--- src/rtl/mem_pkg.sv ---
// Shared types and helpers for the MEM stage.
package mem_pkg;

  typedef enum logic [1:0] {
    S_IDLE,
    S_REQ,
    S_RESP
  } state_t;

  localparam logic [1:0] SZ_B = 2'b00;
  localparam logic [1:0] SZ_H = 2'b01;
  localparam logic [1:0] SZ_W = 2'b10;
  localparam logic [1:0] SZ_D = 2'b11;

  function automatic logic misaligned(
    input logic [1:0] size,
    input logic [2:0] a,
    input logic       wide
  );
    logic m;
    m = 1'b0;
    unique case (size)
      SZ_B: m = 1'b0;
      SZ_H: m = a[0];
      SZ_W: m = |a[1:0];
      SZ_D: m = ~wide | (|a);
      default: m = 1'b1;
    endcase
    return m;
  endfunction

  function automatic logic [7:0] be_mask(
    input logic [1:0] size
  );
    logic [7:0] m;
    m = 8'h00;
    unique case (size)
      SZ_B: m = 8'h01;
      SZ_H: m = 8'h03;
      SZ_W: m = 8'h0f;
      SZ_D: m = 8'hff;
      default: m = 8'h00;
    endcase
    return m;
  endfunction

endpackage

--- src/rtl/mem_stage_hs_lane.sv ---
// Byte-lane steering: store enables/replication, load extract/extend.
module mem_lane_align
  import mem_pkg::*;
#(
  parameter int DW = 32,
  parameter int LW = $clog2(DW / 8)
) (
  input  logic [1:0]      size,
  input  logic [LW-1:0]   lane,
  input  logic            uns,
  input  logic [DW-1:0]   wdata,
  input  logic [DW-1:0]   rdata,
  output logic [DW/8-1:0] be,
  output logic [DW-1:0]   wrep,
  output logic [DW-1:0]   ldata
);

  localparam int BW = DW / 8;

  logic [DW-1:0] sh;

  always_comb begin
    sh    = rdata >> {lane, 3'b000};
    be    = BW'(be_mask(size)) << lane;
    wrep  = wdata;
    ldata = sh;
    unique case (size)
      SZ_B: begin
        wrep  = {(DW/8){wdata[7:0]}};
        ldata = uns ? DW'(sh[7:0])
                    : {{(DW-8){sh[7]}}, sh[7:0]};
      end
      SZ_H: begin
        wrep  = {(DW/16){wdata[15:0]}};
        ldata = uns ? DW'(sh[15:0])
                    : {{(DW-16){sh[15]}}, sh[15:0]};
      end
      SZ_W: begin
        wrep  = {(DW/32){wdata[31:0]}};
        if (DW > 32)
          ldata = uns ? DW'(sh[31:0])
                      : {{(DW-32){sh[31]}}, sh[31:0]};
        else
          ldata = sh;
      end
      default: begin
        wrep  = wdata;
        ldata = sh;
      end
    endcase
  end

endmodule

--- src/rtl/mem_stage_hs.sv ---
// MEM stage with handshaked data port, timeout, MEM/WB register,
// branch resolve and forwarding sources.
module mem_stage_hs
  import mem_pkg::*;
#(
  parameter int DW      = 32,
  parameter int AW      = 32,
  parameter int RW      = 5,
  parameter int TIMEOUT = 15
) (
  input  logic            clk,
  input  logic            rst_n,
  input  logic            ex_valid,
  input  logic            ex_reg_write,
  input  logic            ex_mem_to_reg,
  input  logic            ex_mem_read,
  input  logic            ex_mem_write,
  input  logic [1:0]      ex_size,
  input  logic            ex_unsigned,
  input  logic [RW-1:0]   ex_rd,
  input  logic [AW-1:0]   ex_alu_result,
  input  logic [DW-1:0]   ex_wdata,
  input  logic            ex_branch,
  input  logic            ex_zero,
  input  logic [AW-1:0]   ex_branch_tgt,
  output logic            dm_req,
  output logic            dm_we,
  output logic [AW-1:0]   dm_addr,
  output logic [DW/8-1:0] dm_be,
  output logic [DW-1:0]   dm_wdata,
  input  logic            dm_gnt,
  input  logic            dm_rvalid,
  input  logic [DW-1:0]   dm_rdata,
  output logic            stall,
  output logic            br_taken,
  output logic [AW-1:0]   br_target,
  output logic            wb_valid,
  output logic            wb_reg_write,
  output logic            wb_mem_to_reg,
  output logic [RW-1:0]   wb_rd,
  output logic [AW-1:0]   wb_alu_result,
  output logic [DW-1:0]   wb_rdata,
  output logic            wb_misalign,
  output logic            wb_bus_err,
  output logic            fwd_mem_we,
  output logic [RW-1:0]   fwd_mem_rd,
  output logic [DW-1:0]   fwd_mem_data,
  output logic            fwd_wb_we,
  output logic [RW-1:0]   fwd_wb_rd,
  output logic [DW-1:0]   fwd_wb_data
);

  localparam int LW = $clog2(DW / 8);

  state_t        state;
  logic [7:0]    cnt;
  logic          mem_op, mis, go, is_ld, tmo;
  logic          done, berr;
  logic [DW-1:0] ld_data;

  assign mem_op = ex_valid & (ex_mem_read | ex_mem_write);
  assign is_ld  = ex_mem_read;
  assign mis    = mem_op &
                  misaligned(ex_size, ex_alu_result[2:0], DW == 64);
  assign go     = mem_op & ~mis;
  assign tmo    = cnt == 8'(TIMEOUT - 1);

  always_comb begin
    dm_req = 1'b0;
    done   = 1'b0;
    berr   = 1'b0;
    unique case (state)
      S_IDLE: begin
        dm_req = go;
        done   = go & dm_gnt & ~is_ld;
      end
      S_REQ: begin
        if (tmo) begin
          done = 1'b1;
          berr = 1'b1;
        end else begin
          dm_req = 1'b1;
          done   = dm_gnt & ~is_ld;
        end
      end
      S_RESP: begin
        if (dm_rvalid) begin
          done = 1'b1;
        end else if (tmo) begin
          done = 1'b1;
          berr = 1'b1;
        end
      end
      default: ;
    endcase
  end

  assign stall   = go & ~done;
  assign dm_we   = ex_mem_write & ~ex_mem_read;
  assign dm_addr = {ex_alu_result[AW-1:LW], {LW{1'b0}}};

  mem_lane_align #(.DW(DW)) u_lane (
    .size  (ex_size),
    .lane  (ex_alu_result[LW-1:0]),
    .uns   (ex_unsigned),
    .wdata (ex_wdata),
    .rdata (dm_rdata),
    .be    (dm_be),
    .wrep  (dm_wdata),
    .ldata (ld_data)
  );

  always_ff @(posedge clk or negedge rst_n) begin
    if (!rst_n) begin
      state         <= S_IDLE;
      cnt           <= '0;
      wb_valid      <= 1'b0;
      wb_reg_write  <= 1'b0;
      wb_mem_to_reg <= 1'b0;
      wb_rd         <= '0;
      wb_alu_result <= '0;
      wb_rdata      <= '0;
      wb_misalign   <= 1'b0;
      wb_bus_err    <= 1'b0;
    end else begin
      unique case (state)
        S_IDLE: begin
          if (stall) begin
            state <= dm_gnt ? S_RESP : S_REQ;
            cnt   <= '0;
          end
        end
        S_REQ: begin
          if (done) begin
            state <= S_IDLE;
          end else if (dm_gnt) begin
            state <= S_RESP;
            cnt   <= '0;
          end else begin
            cnt <= cnt + 8'd1;
          end
        end
        S_RESP: begin
          if (done) state <= S_IDLE;
          else      cnt   <= cnt + 8'd1;
        end
        default: state <= S_IDLE;
      endcase
      // a stalled cycle pushes a bubble; payload fields are don't-care
      if (!stall) begin
        wb_valid      <= ex_valid;
        wb_reg_write  <= ex_valid & ex_reg_write & ~mis & ~berr;
        wb_mem_to_reg <= ex_mem_to_reg;
        wb_rd         <= ex_rd;
        wb_alu_result <= ex_alu_result;
        wb_rdata      <= berr ? '0 : ld_data;
        wb_misalign   <= mis;
        wb_bus_err    <= berr;
      end else begin
        wb_valid <= 1'b0;
      end
    end
  end

  assign br_taken     = ex_valid & ex_branch & ex_zero;
  assign br_target    = ex_branch_tgt;
  assign fwd_mem_we   = ex_valid & ex_reg_write & ~ex_mem_to_reg;
  assign fwd_mem_rd   = ex_rd;
  assign fwd_mem_data = DW'(ex_alu_result);
  assign fwd_wb_we    = wb_valid & wb_reg_write;
  assign fwd_wb_rd    = wb_rd;
  assign fwd_wb_data  = wb_mem_to_reg ? wb_rdata
                                      : DW'(wb_alu_result);

endmodule
--- config.mk ---
export PLATFORM = sky130hd
export DESIGN_NAME = mem_stage_hs
export DESIGN_NICKNAME = d
export VERILOG_FILES = /design/src/rtl/mem_pkg.sv /design/src/rtl/mem_stage_hs_lane.sv /design/src/rtl/mem_stage_hs.sv
export SDC_FILE = /design/constraint.sdc
export NUM_CORES = 1
export LEC_CHECK = 0
export ABC_AREA = 1
export CAP_MARGIN = 5
export CORE_AREA = 2 2 156 158
export CTS_CLUSTER_SIZE = 10
export DETAILED_ROUTE_END_ITERATION = 10
export DIE_AREA = 0 0 158 160
export PLACE_DENSITY = 0.58
export SYNTH_ARGS = -nofsm -noshare
export SYNTH_HDL_FRONTEND = slang
export SYNTH_HIERARCHICAL = 1
export SYNTH_SLANG_ARGS = --single-unit
--- constraint.sdc ---
create_clock -name clk -period 5.44 [get_ports clk]
set_input_delay 1.088 -clock clk [delete_from_list [all_inputs] [get_ports clk]]
set_output_delay 1.088 -clock clk [all_outputs]
set_load 0.05 [all_outputs]
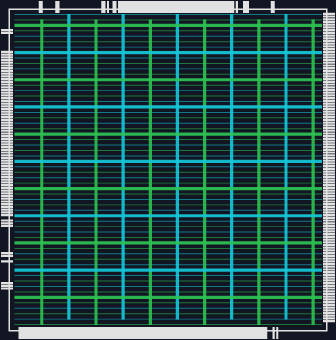
*Floorplan with the power grid*
Drawn at 2 px/µm. Pins as bars on the die edge.
colour	net
green	VSS
cyan	VDD
rows	57
met5 straps	11
met1 rails	58
signal pins	401
chip height: 160 µm
Die W: 158 µm
worst ir drop on vdd: 134 µV
core area: 23800 µm²

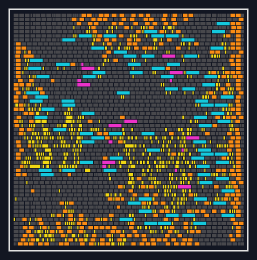
*Placement by cell class*
Drawn at 1.5 px/µm. Fill, decap, tap and diode cells in grey.
colour	class	cells
yellow	combinational and other logic	640
magenta	clock drivers and dummy loads	16
orange	remaining buffers and delay cells	340
cyan	sequential cells	84
Seq area share: 23.2%
FP Rows: 57
final instance area: 9050 µm²
final core utilization: 38.0%

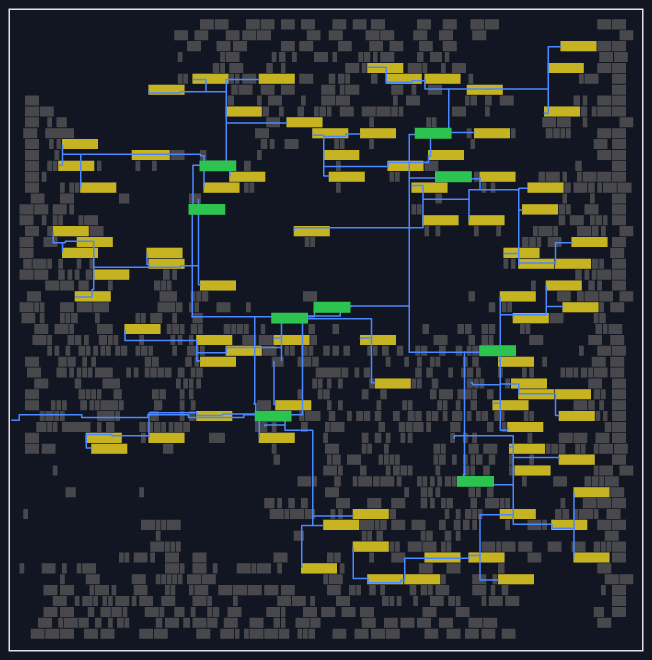
*Routed clock nets over the placement*
Drawn at 4 px/µm.
[yellow] flip-flops | count: 84
[blue] clock wires | length: 1350 µm
[green] clock drivers | count: 9
flops lie	all over the die
routed clock nets	10
Clk pwr share: 18.9%
clock-net power: 0.576 mW
clk_skew: 0.00901 ns
Insertion Delay late pin: 0.35 ns

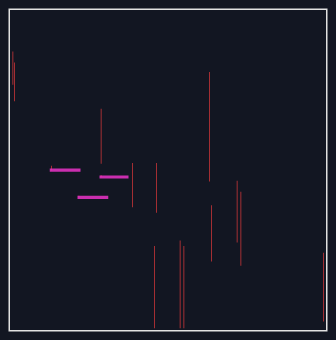
*Signal wires by layer*
Drawn at 2 px/µm. Only two layers are drawn.
colour	layer	wire length
red	metal 4	421 µm
magenta	metal 5	40.5 µm
Global Route Usage Sum: 17.8%
Total Wirelength: 22.7 mm

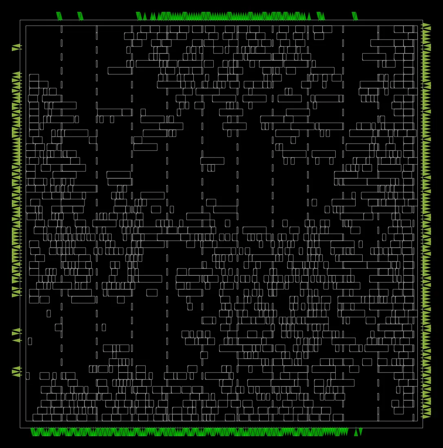
*Cell placement*
FILL cells: 2557
Tap Count: 324
fin cells: 1406

==> notes.md <==
flow finished, numbers: status=finished clean, largest area contributor in the netlist=dfrtp_1, CP Class=input pin to output port, AO/OA Area Share=between 10% and 20%, relative slew slack=a little under a fifth, Synth mux share=0%, Routed WL per cell=between 15 and 20 µm, setup ws final=0.941 ns, DRT iter0 DRCs=approximately 330, Setup Viol. Count Final=0, CTS clk-pin slew, worst paths=around 0.06 ns, clock sinks=between 80 and 90, Crit. End Element=output port, Slew @ Worst Pin=1.21 ns, Reg area=2100 µm², Final Cycle Share=82.7%, fin crit period=4.50 ns, Remaining DRCs=0, highest-delay cell along the critical path=clkdlybuf4s50_1, Simple-Gate Area Share=29.8%, top_reg_cell synth=dfrtp_1, Final GP Congestion=0.819, Crit. path cell count=7, Max FO, Critical Path=18, chip area=~25000 µm², XORs/XNORs by Area=less than 1%, hold-fix buffer count after cts=0, share of layout cells above drive strength 1=under 10%, Setup Fix Bufs, Post-CTS=0, Syn Area/Cell=~7 µm², largest net degree at the start of global routing=~80, worst slack at placement=between 0.9 and 1 ns, number of synthesized flops with an enable pin=0, total CTS buffers=9, Worst EP arrival=3.41 ns, final hold slack=a little under 0.5 ns, Worst Hold End=wb_misalign, vias in the first global route=~6000, multi-input logic area=roughly 2600 µm², reg-to-reg slack, setup=between 2 and 3 ns, Comb/total area=between 20% and 30%, number of logic gates=about 570, H-tree depth=3, Hold/Removal Path Class=register to register, Synth Instances=about 880, hold path startpoint=wb_misalign, first-pass GRT wire length=approximately 34 mm, synthesis-to-finish area growth=47.3%, Clock-cell share=under 10%, Seq share, synth=about a third, Leading cell kind=non-clock buffers, Yosys top cell area share=about 34%, Clock Path Buffers=2, crit-path cells=clkdlybuf4s50_1, inv_4, nand2_2, inv_2, nand2_1, o21ai_0, clkdlybuf4s50_1, largest registers=wb_alu_result x32, wb_rdata x32, cnt x8, highest clock rate=~0.22 GHz, WHS Path Cells=2, Leakage=4.22 nW, Cell Type Count=36, tool warnings=30, yosys stat area=slightly above 6000 µm², Final Hold Fails=0, most frequent cells after synthesis=305 x nand2_1, 122 x buf_4, 84 x dfrtp_1, 79 x nand3_1, 76 x o21ai_0, Power Total=3.05 mW, first drt pass iteration count=4, Top cells excl fill/tap=330 x clkdlybuf4s50_1, 305 x nand2_1, 83 x dfrtp_1, 79 x nand3_1, 76 x o21ai_0, Adder-Cell Fraction of Synth Area=around 1.2%, startpoint types=input pin, Worst setup endpoint=dm_wdata[13], YS warnings=6, Bufs and invs on worst path=4, IO Pins=approximately 400, main area contributors=dfrtp_1 34%, nand2_1 19%, buf_4 15%, nand3_1 6.4%, o21ai_0 6.2%, # nets final=approximately 1200, reg2reg start=state[0], dominant kind of combinational cell=simple AND/OR/NAND/NOR gates, final antenna-violating net count=0, DR vias=~6200, initial antenna violation count=4, IO Port Bufs=334, Commonest Layout Cell=clkdlybuf4s50_1, CP startpoint=ex_size[1], CTS tree=done, CTS Root Cell=clkbuf_16, clkbuf count=10, num sequential=84, Reg2Reg Depth=13, hpwl dp=between 15 and 20 mm, setup repair after global routing missed its margin=no, vias per cell=around 4.4, Slew Limit Fails=0, reg-to-reg endpoint=wb_alu_result[15], CP Data Required Time=around 4.4 ns, TNS Setup=0 ns, most common cell in the netlist=nand2_1, synthesized area=~6100 µm², Initial Util=around 26%, max incr delay on CP=0.85 ns, gr ovfl total=0, CTS-repair resized insts=0, nonclk buf count=340, CP delay by family, top=buffers and inverters, Crit path top cell by count=clkdlybuf4s50_1, Max Cap Violations=0, buffer share of cell area=roughly 37%, synthesized flop and latch total=84, Yosys Instances=881, # diodes=2, invs w/o clock=~75, pwr dens=337 nW/µm², fraction of registers with async set/reset=100%
[stage by stage]
step	cell area, µm²	std cells	util (%)
detailed placement	8780	1388	36.8
finish	9050	1406	38.0
CTS	9050	1404	38.0
global route	9050	1404	38.0
floorplan	6150	882	-
global placement	8780	1388	36.8
[layer usage]
metal | routed length, µm | share of wire, % | vias up | GRT usage (%)
li1 | - | - | 3076 | -
met1 | 9440 | 42 | 2864 | 21.8
met2 | 10700 | 47 | 262 | 30.0
met3 | 2050 | 9.1 | 34 | 5.64
met4 | 420 | 1.9 | 6 | 4.71
met5 | 40 | 0.18 | - | 0
[where the power goes]
group	total, mW	switching (mW)	internal, mW
registers	0.816	0.0955	0.720
logic	1.66	1.13	0.527
clock network	0.576	0.267	0.310
total	3.05	1.50	1.56
No activity file was given, so power comes from the tool's default toggle rates.
